<file path="config.mk">
export PLATFORM = sky130hd
export DESIGN_NAME = serial_mag_compare
export DESIGN_NICKNAME = d
export VERILOG_FILES = /design/src/rtl/serial_mag_compare.sv
export SDC_FILE = /design/constraint.sdc
export NUM_CORES = 1
export LEC_CHECK = 0
export CORE_MARGIN = 1
export CORE_UTILIZATION = 30
export CTS_BUF_LIST = sky130_fd_sc_hd__clkbuf_8
export DETAILED_ROUTE_END_ITERATION = 6
export GPL_TIMING_DRIVEN = 1
export PLACE_DENSITY_LB_ADDON = 0.3
export SYNTH_ARGS = -nofsm -noshare
export SYNTH_HDL_FRONTEND = slang
export SYNTH_SLANG_ARGS = --single-unit
</file>
<file path="constraint.sdc">
create_clock -name clk -period 1.71 [get_ports clk]
set_input_delay 0.342 -clock clk [delete_from_list [all_inputs] [get_ports clk]]
set_output_delay 0.342 -clock clk [all_outputs]
set_load 0.01 [all_outputs]
</file>
<file path="src/rtl/serial_mag_compare.sv">
// serial_mag_compare
//   MSB-first serial magnitude comparator. Consumes the per-bit
//   smaller/equal/greater flags of an upstream 1-bit comparator, one bit pair
//   per accepted cycle, and after WIDTH accepted bits reports A<B, A==B or A>B.
//
// Ports
//   clk        rising-edge clock
//   rst        asynchronous, active-high reset
//   start      begin a comparison (honoured only in IDLE)
//   in_valid   upstream flags valid (honoured only in COMPARE)
//   smaller_in upstream a_bit < b_bit
//   equal_in   upstream a_bit == b_bit
//   greater_in upstream a_bit > b_bit
//   busy       high while comparing
//   done       one-cycle pulse, result valid from this cycle on
//   smaller    registered result A < B
//   equal      registered result A == B
//   greater    registered result A > B
//   err        sticky: a non-one-hot flag triple was accepted
module serial_mag_compare #(
  parameter int unsigned WIDTH = 8
) (
  input  logic clk,
  input  logic rst,
  input  logic start,
  input  logic in_valid,
  input  logic smaller_in,
  input  logic equal_in,
  input  logic greater_in,
  output logic busy,
  output logic done,
  output logic smaller,
  output logic equal,
  output logic greater,
  output logic err
);

  localparam int unsigned CW = $clog2(WIDTH + 1);

  typedef enum logic [1:0] {IDLE, COMPARE, DONE} state_t;
  typedef enum logic [1:0] {UNDEC, LT, GT} dec_t;

  state_t          state, state_nxt;
  dec_t            dec, dec_nxt;
  logic [CW-1:0]   cnt;
  logic            accept;
  logic            last;
  logic            onehot;

  always_comb begin
    accept  = (state == COMPARE) && in_valid;
    onehot  = $onehot({smaller_in, equal_in, greater_in});
    last    = accept && (cnt == CW'(WIDTH - 1));
    // The first one-hot differing bit from the MSB decides; later bits never do.
    dec_nxt = dec;
    if (accept && onehot && (dec == UNDEC)) begin
      if (smaller_in)      dec_nxt = LT;
      else if (greater_in) dec_nxt = GT;
    end
  end

  // State register
  always_ff @(posedge clk or posedge rst) begin
    if (rst) state <= IDLE;
    else     state <= state_nxt;
  end

  // Next-state logic
  always_comb begin
    state_nxt = state;
    case (state)
      IDLE:    if (start) state_nxt = COMPARE;
      COMPARE: if (last)  state_nxt = DONE;
      DONE:    state_nxt = IDLE;
      default: state_nxt = IDLE;
    endcase
  end

  // Outputs decoded from the state register only, so still glitch-free and
  // with no path from the inputs.
  always_comb begin
    busy = (state == COMPARE);
    done = (state == DONE);
  end

  // Datapath: counter, decision, sticky error and result registers
  always_ff @(posedge clk or posedge rst) begin
    if (rst) begin
      cnt     <= '0;
      dec     <= UNDEC;
      err     <= 1'b0;
      smaller <= 1'b0;
      equal   <= 1'b0;
      greater <= 1'b0;
    end else if ((state == IDLE) && start) begin
      cnt <= '0;
      dec <= UNDEC;
      err <= 1'b0;
    end else if (accept) begin
      cnt <= cnt + CW'(1);
      dec <= dec_nxt;
      if (!onehot) err <= 1'b1;
      // Load from dec_nxt so the WIDTH-th bit itself can still decide.
      if (last) begin
        case (dec_nxt)
          LT:      {smaller, equal, greater} <= 3'b100;
          GT:      {smaller, equal, greater} <= 3'b001;
          default: {smaller, equal, greater} <= 3'b010;
        endcase
      end
    end
  end

endmodule
</file>
Run 1, signal metal coverage by tile:
(8 px per µm) The die is cut into 10 by 10 equal tiles; dark purple is low, yellow is high, scaled to the fullest tile. Values are wire area over tile area, all layers added.
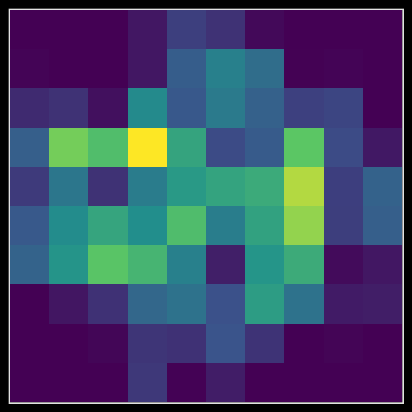
tiles over half the peak: 19%
nearly empty tiles: 28%
fullest tile: 0.31
densest ninth of the die: center

Run 1, placement view:
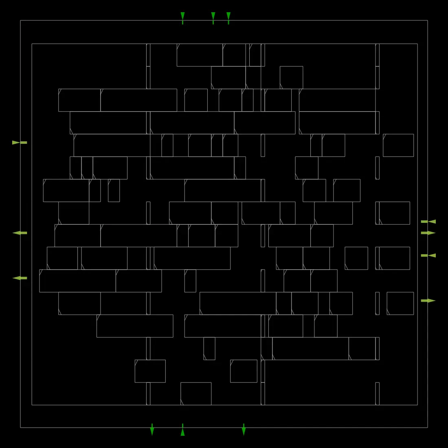
n_taps: 27
utilization of the core after routing: 47.9%

Run 1, cells by drive strength:
(6 px per µm)
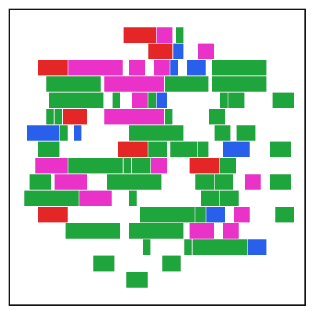
| color | size | cells |
|---|---|---|
| magenta | x3 and x4 | 16 |
| blue | x2 | 9 |
| red | x6 and larger | 7 |
| green | x1 and smaller | 48 |

Run 1, power grid:
(10 px per µm) Pins as bars on the die edge.
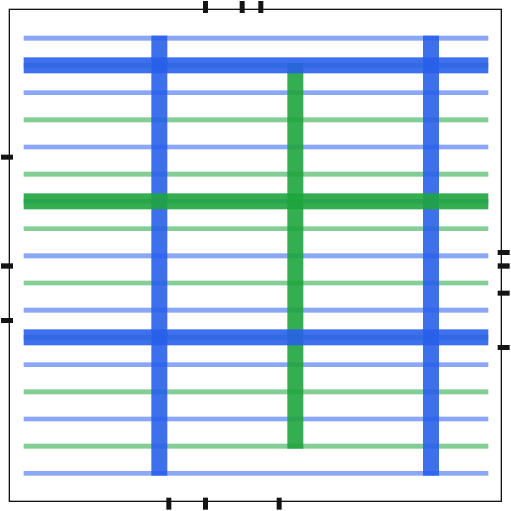
| color | net |
|---|---|
| blue | VSS |
| green | VDD |
rows: 16
met4 straps: 3
signal pins: 13
met1 rails: 17

run 1: routing by layer:
layer | vias to the layer above | track usage, % | routed length [µm]
li1 | 235 | - | -
met2 | 11 | 18.9 | 601
met5 | - | 0 | 0
met4 | 0 | 2.94 | 6
met1 | 243 | 14.0 | 535
met3 | 2 | 5.61 | 57
run 1: area by class of cell:
cell class	instances	area, µm²	area share, %
Timing Repair Buffer	22	191	19.8
Multi-Input combinational cell	34	350	36.2
Sequential cell	12	300	31.0
Clock buffer	4	55.1	5.68
Tap cell	27	33.8	3.49
Inverter	8	37.5	3.88
run 1: registers in the layout, indices dropped and copies added (netlist names):
signal   flops
cnt          4
dec          2
equal        1
err          1
greater      1
smaller      1
state        2
run 1: worst max-delay path, delay by kind of cell:
family | cells | cell delay (ns)
simple gates | 1 | 0.26
mux | 1 | 0.25
buf+inv | 3 | 0.19
compound gates | 1 | 0.20
fa+ha+maj | 2 | 0.72
run 1: where the power goes:
part	switching (µW)	internal, µW
combinational	284	364
clock	109	204
sequential	84.5	399
total	478	966
run 1: metrics by stage:
step | hold WS (ns) | power, µW | instance area [µm²] | instances | TNS (ns)
6_report | 0.405 | 1440 | 968 | 107 | -0.285
5_1_grt | 0.464 | 1560 | 968 | 107 | -0.356
4_1_cts | 0.428 | 1430 | 943 | 105 | -0.248
3_5_place_dp | 0.482 | 1080 | 880 | 101 | -4.09
3_3_place_gp | 0.474 | 1070 | 880 | 101 | -3.97
2_1_floorplan | 0.207 | 848 | 677 | 55 | -0.739
run 1: logic make-up after synthesis:
family | count (synthesis)
XOR/XNOR | 2
adder cells (fa/ha/maj) | 4
flip-flops | 12
buffers and inverters | 9
AND/OR/NAND/NOR | 18
multiplexers | 3
AND-OR/OR-AND | 7
run 1: placed cells by master, fill, tap and decap left out, types with 2 or more instances in the layout:
cell,n
nand4b_1,2
dfrtp_1,12
and2b_2,2
inv_1,5
clkbuf_8,4
clkdlybuf4s50_1,7
dlygate4sd2_1,2
buf_4,9
mux2_4,3
inv_2,2
buf_2,2
nor2_1,7
a41oi_4,2
run 1: worst paths after layout:
| path | depth (start not counted) | startpoint | end | slack [ns] |
|---|---|---|---|---|
| worst min register to register | 1 | err | err | 0.50 |
| worst max register to register | 5 | state[1] | greater | 0.14 |
| min in group clk | 1 | err | err | 0.50 |
| worst max-delay path | 8 | greater_in | equal | -0.12 |
| max in group asynchronous | 2 | rst | cnt[0] | 0.98 |
| worst min-delay path | 2 | rst | state[0] | 0.41 |
run 1: repair_timing:
| action | 4_1_cts | 5_1_grt |
|---|---|---|
| resized | 22 | 2 |
| pin swaps | 4 | 2 |
| endpoints found under the setup margin | 8 | 3 |
| hold buffers | 0 | 0 |
| setup buffers | 0 | 2 |
==> git commit body, run 1 <==
Store results of the implementation flow

- For reference, the final report shows the max-slew violation count at 0.
* Slew at the pin closest to its max-slew limit: 0.456 ns
- The final critical path takes up 107% of the cycle.
- The clock passes through at most 2 buffers.
* Rel. slew slack: 69.6%
* XORs/XNORs by Area: 2.64%
- The global routing report lists combined usage of all routing layers as 11.8%.
* Highest clock rate: 547 MHz
- Summing all multiplexer cells gives an area fraction of 5.08%.
- DRC Markers: 0
- Buffers placed on the I/O ports in this run total 12.
- STA classifies the critical path endpoint as a flop.
- The initial utilization of the core area, before any placement, comes to 32.9%.
- Total congestion overflow: 0
- The flow ran to the end, but the final reports show violations.
* Worst-path cell chain: buf_8, inv_8, fa_1, and2b_2, a41oi_4, inv_2, ha_4, mux2_4
* Total detailed-routing wirelength: 1200 µm
- Area reported by Yosys stat: 664 µm²
- Once detail routing completed, the nets flagged for antenna violations numbered 0.
- The floorplan has 16 rows.
- The post-route netlist has 40.0% of its cells at a drive strength greater than 1.
* Maximum level of the CTS H-tree: 1
- Setup slack on the critical path of the routed design comes to -0.117 ns.
* Width of the chip: 49.1 µm
- The die is 49.1 µm tall.
- The required time at the worst endpoint is listed as 1.84 ns.
- The timing report gives the clock slew at the launch and capture registers of the worst setup and hold paths as 0.06 ns.
* Total count of hold-check failures in the final report: 0
- In this run the full chip footprint comes out at 2410 µm².
- Yosys aoi share: 13.7%
- Crit path kind: in2reg
- Clock latency on the worst-skew pair: 0.24 ns
- Detailed-route iteration 0 reported a violation count of 3.
- Simple-gate share of the synthesized area: 18.5%
* IR drop worst, VDD: 813 µV
- Yosys top cell area share: 45.2%
- The synthesized instance count is 55.
- Per the OpenROAD floorplan log, the area of the core is 2020 µm².
- The final reports fail on setup timing.
* Number of failing setup endpoints in the final timing report: 3
==> run 2: changes to the inputs <==
CTS_CLUSTER_SIZE = 14   (was default)
Run 2, cells by drive strength:
(6 px per µm)
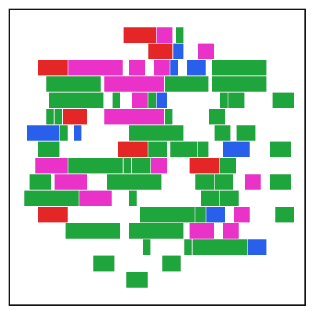
| color | size | cells |
|---|---|---|
| magenta | x3 and x4 | 16 |
| red | x6 and larger | 7 |
| blue | x2 | 9 |
| green | x1 and smaller | 48 |

==> git commit body, run 2 <==
Store results of the implementation flow

* Total congestion overflow: 0 (unchanged)
- The flip-flop count of the largest register after layout was 4 (unchanged).
- Number of failing setup endpoints in the final timing report: 3 (unchanged)
* Reg-to-reg startpoint: state[1] (unchanged)
* Leading registers by flop count: cnt x4, dec x2, state x2 (unchanged)
* Initial detailed-routing violation count: 3 (unchanged)
* IR drop worst, VDD: 813 µV (unchanged)
- Width of the chip: 49.1 µm (unchanged)
- The cell row count is 16 (unchanged).
- Data required time at the worst endpoint: 1.84 ns (about the same)
* Gate count after technology mapping: 55 (unchanged)
- The area of the core was 2020 µm² (unchanged).
- The kind of end point of the critical path is a flop (unchanged).
- The number of hold-slack violations in the final timing report was 0 (unchanged).
* Largest register by flop count: cnt (unchanged)
- Number of port buffers: 12 (unchanged)
- R2R Setup Slk: 0.14 ns (about the same)
- Status: finished with violations (unchanged).
- Violations in the final reports: setup timing (unchanged)
- The H-tree depth is 1 (unchanged).
* Area reported by Yosys stat: 664 µm² (unchanged)
- Rel. slew slack: 69.6% (unchanged)
- The detailed-route DRC error count was 0 (unchanged).
- The fraction of final layout cells with drive strength greater than 1 came to 40.0% (unchanged).
- The floorplan utilization was 32.9% (unchanged).
- The clock latency reported for the late side of the worst-skew pair is 0.24 ns (about the same).
- The hold buffer count at CTS came to 0 (unchanged).
* Min setup slack post-route: -0.117 ns (unchanged)
- Yosys top cell area share: 45.2% (unchanged)
* Leading cell types in the layout, fill and taps excluded: dfrtp_1 (12), buf_4 (9), nor2_1 (7), clkdlybuf4s50_1 (7), inv_1 (5) (unchanged)
- Register-to-Register Path Depth: 5 (unchanged)
- Aggregate negative setup slack: -0.285 ns (unchanged)
- Overall fraction of global-route tracks in use: 11.8% (unchanged)
- Highest clock rate: 547 MHz (unchanged)
* Finished layout cell area: 968 µm² (unchanged)
## run 2: cell counts after synthesis
Identical to the previous run, type by type.
## run 2: cells by family (layout without fill, tap and decap cells)
family / Yosys count / after routing / synth area share (%)
and+or+nand+nor: 18 / 18 / 18.5
xor gates and xnor gates: 2 / 2 / 2.64
adders and majority gates: 4 / 4 / 8.66
AOI/OAI and AO/OA: 7 / 7 / 13.7
DFF: 12 / 12 / 45.2
muxes: 3 / 3 / 5.08
buffers and inverters: 9 / 34 / 6.21
## run 2: area by class of cell
| type | instances | area [µm²] | area share, % |
|---|---|---|---|
| repair buffers | 22 | 191 | 19.8 |
| multi-input cells | 34 | 350 | 36.2 |
| clock buffers | 4 | 55.1 | 5.68 |
| well taps | 27 | 33.8 | 3.49 |
| flip-flops and latches | 12 | 300 | 31.0 |
| inverters | 8 | 37.5 | 3.88 |
## run 2: layer usage
layer | global-route usage [%] | up-vias | wire, µm
li1 | - | 235 | -
met1 | 14.0 | 243 | 535
met2 | 18.9 | 11 | 601
met3 | 5.61 | 2 | 57
met4 | 2.94 | 0 | 6
met5 | 0 | - | 0
## run 2: worst max-delay path by stage
stage / cells past startpoint / to / start / slack (ns)
floorplan: 7 / equal / greater_in / -0.28
global placement: 8 / greater / greater_in / -0.92
detailed placement: 8 / greater / greater_in / -0.95
CTS: 8 / equal / greater_in / -0.14
global route: 8 / equal / greater_in / -0.13
finish: 8 / equal / greater_in / -0.12
## run 2: power by group
part | internal (µW) | leakage, µW | switching, µW
Sequential | 399 | 0.000151 | 84.5
Combinational | 364 | 0.000264 | 284
Clock | 204 | 0.0000288 | 109
## run 2: critical path: cells and delay by family
kind | cells | cell delay, ns
muxes | 1 | 0.25
AOI/OAI and AO/OA | 1 | 0.20
and+or+nand+nor | 1 | 0.26
adders and majority gates | 2 | 0.72
buffers and inverters | 3 | 0.19
## run 2: repair_timing
| item | in CTS | in global routing |
|---|---|---|
| gates resized | 22 | 2 |
| setup buffers | 0 | 2 |
| setup endpoints to repair | 8 | 3 |
| pin swaps | 4 | 2 |
## run 2: stage by stage
stage | hold WS (ns) | std cells
6_report | 0.405 | 107
5_1_grt | 0.464 | 107
4_1_cts | 0.428 | 105
3_5_place_dp | 0.482 | 101
3_3_place_gp | 0.474 | 101
2_1_floorplan | 0.207 | 55
==> run 3: changes to the inputs <==
HOLD_SLACK_MARGIN = 0.03   (was default)
Run 3, placement view:
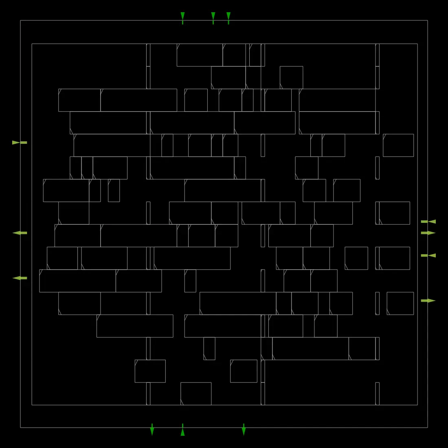
Cell Rows: 16
sequential portion of the cell area: 31.0%
Cell Count, Final, Fillers Out: 107
filler cell count: 200

==> git commit body, run 3 <==
Store results of the implementation flow

- Utilization of the core after routing: 47.9% (unchanged)
* Worst-case hold slack: 0.405 ns (unchanged)
- The initial detailed-routing violation count came to 3 (unchanged).
- ANT nets after route: 0 (unchanged)
* Violations in the final reports: setup timing (unchanged)
* Clock latency on the worst-skew pair: 0.24 ns (about the same)
- Min setup slack post-route: -0.117 ns (unchanged)
- Total area of multi-input combinational cells: 350 µm² (unchanged)
- The routed wire length is 1200 µm (unchanged).
* Gate count after technology mapping: 55 (unchanged)
* Chip area: 2410 µm² (unchanged)
* Highest clock rate: 547 MHz (unchanged)
* Number of failing setup endpoints in the final timing report: 3 (unchanged)
- The worst-case clock buffer depth is 2 (unchanged).
- Max-slew violation count: 0 (unchanged)
- The required time at the endpoint of the critical path was 1.84 ns (about the same).
* Status: finished with violations (unchanged)
* Register-to-Register Path Depth: 5 (unchanged)
* Most frequent standard cell in the layout excluding fill and tap cells: dfrtp_1 (unchanged)
* Total count of hold-check failures in the final report: 0 (unchanged)
- Fraction of the core area occupied by cells at floorplan: 32.9% (unchanged)
- Final total power: 1440 µW (unchanged)
* Number of port buffers: 12 (unchanged)
* Max reg flops: 4 (unchanged)
- IR drop worst, VDD: 813 µV (unchanged)
run 3: cell counts after synthesis:
Identical to the previous run, type by type.
run 3: power breakdown:
group / leakage (µW) / internal, µW / switching [µW]
sequential: 0.000151 / 399 / 84.5
clock: 0.0000288 / 204 / 109
combinational: 0.000264 / 364 / 284
run 3: final cells by class:
type	count	share of cell area, %
well taps	27	3.49
flip-flops and latches	12	31.0
inverters	8	3.88
repair buffers	22	19.8
multi-input cells	34	36.2
clock buffers	4	5.68
run 3: timing repair:
action | 4_1_cts | 5_1_grt
hold buffers | 0 | 0
pin swaps | 4 | 2
resized | 22 | 2
setup endpoints to repair | 8 | 3
buffers inserted | 0 | 2
run 3: worst paths after layout:
path | startpoint | to | slack, ns
worst max-delay path | greater_in | equal | -0.12
worst min-delay path | rst | state[0] | 0.41
worst max register to register | state[1] | greater | 0.14
worst min register to register | err | err | 0.50
max in group asynchronous | rst | cnt[0] | 0.98
min in group clk | err | err | 0.50
run 3: metrics by stage:
stage / cell area (µm²) / worst slack, ns / std cells
floorplan: 677 / -0.277 / 55
global placement: 880 / -0.922 / 101
detailed placement: 880 / -0.948 / 101
CTS: 943 / -0.135 / 105
global route: 968 / -0.134 / 107
finish: 968 / -0.117 / 107
run 3: critical path, delay by kind of cell:
family          cells  cell delay, ns
compound gates      1            0.20
buf+inv             3            0.19
simple gates        1            0.26
mux                 1            0.25
fa+ha+maj           2            0.72
run 3: kinds of logic after synthesis:
kind of cell	after synthesis	share of synthesized area [%]
AND-OR/OR-AND	7	13.7
XOR/XNOR	2	2.64
adder cells (fa/ha/maj)	4	8.66
buffers and inverters	9	6.21
flip-flops	12	45.2
multiplexers	3	5.08
AND/OR/NAND/NOR	18	18.5
run 3: routing by layer:
layer / GRT usage [%] / wire (µm) / part of all wire (%)
met5: 0 / 0 / 0
met4: 2.94 / 6 / 0.50
met3: 5.61 / 57 / 4.8
met2: 18.9 / 601 / 50
met1: 14.0 / 535 / 45
Power and IR drop assume default switching activity.
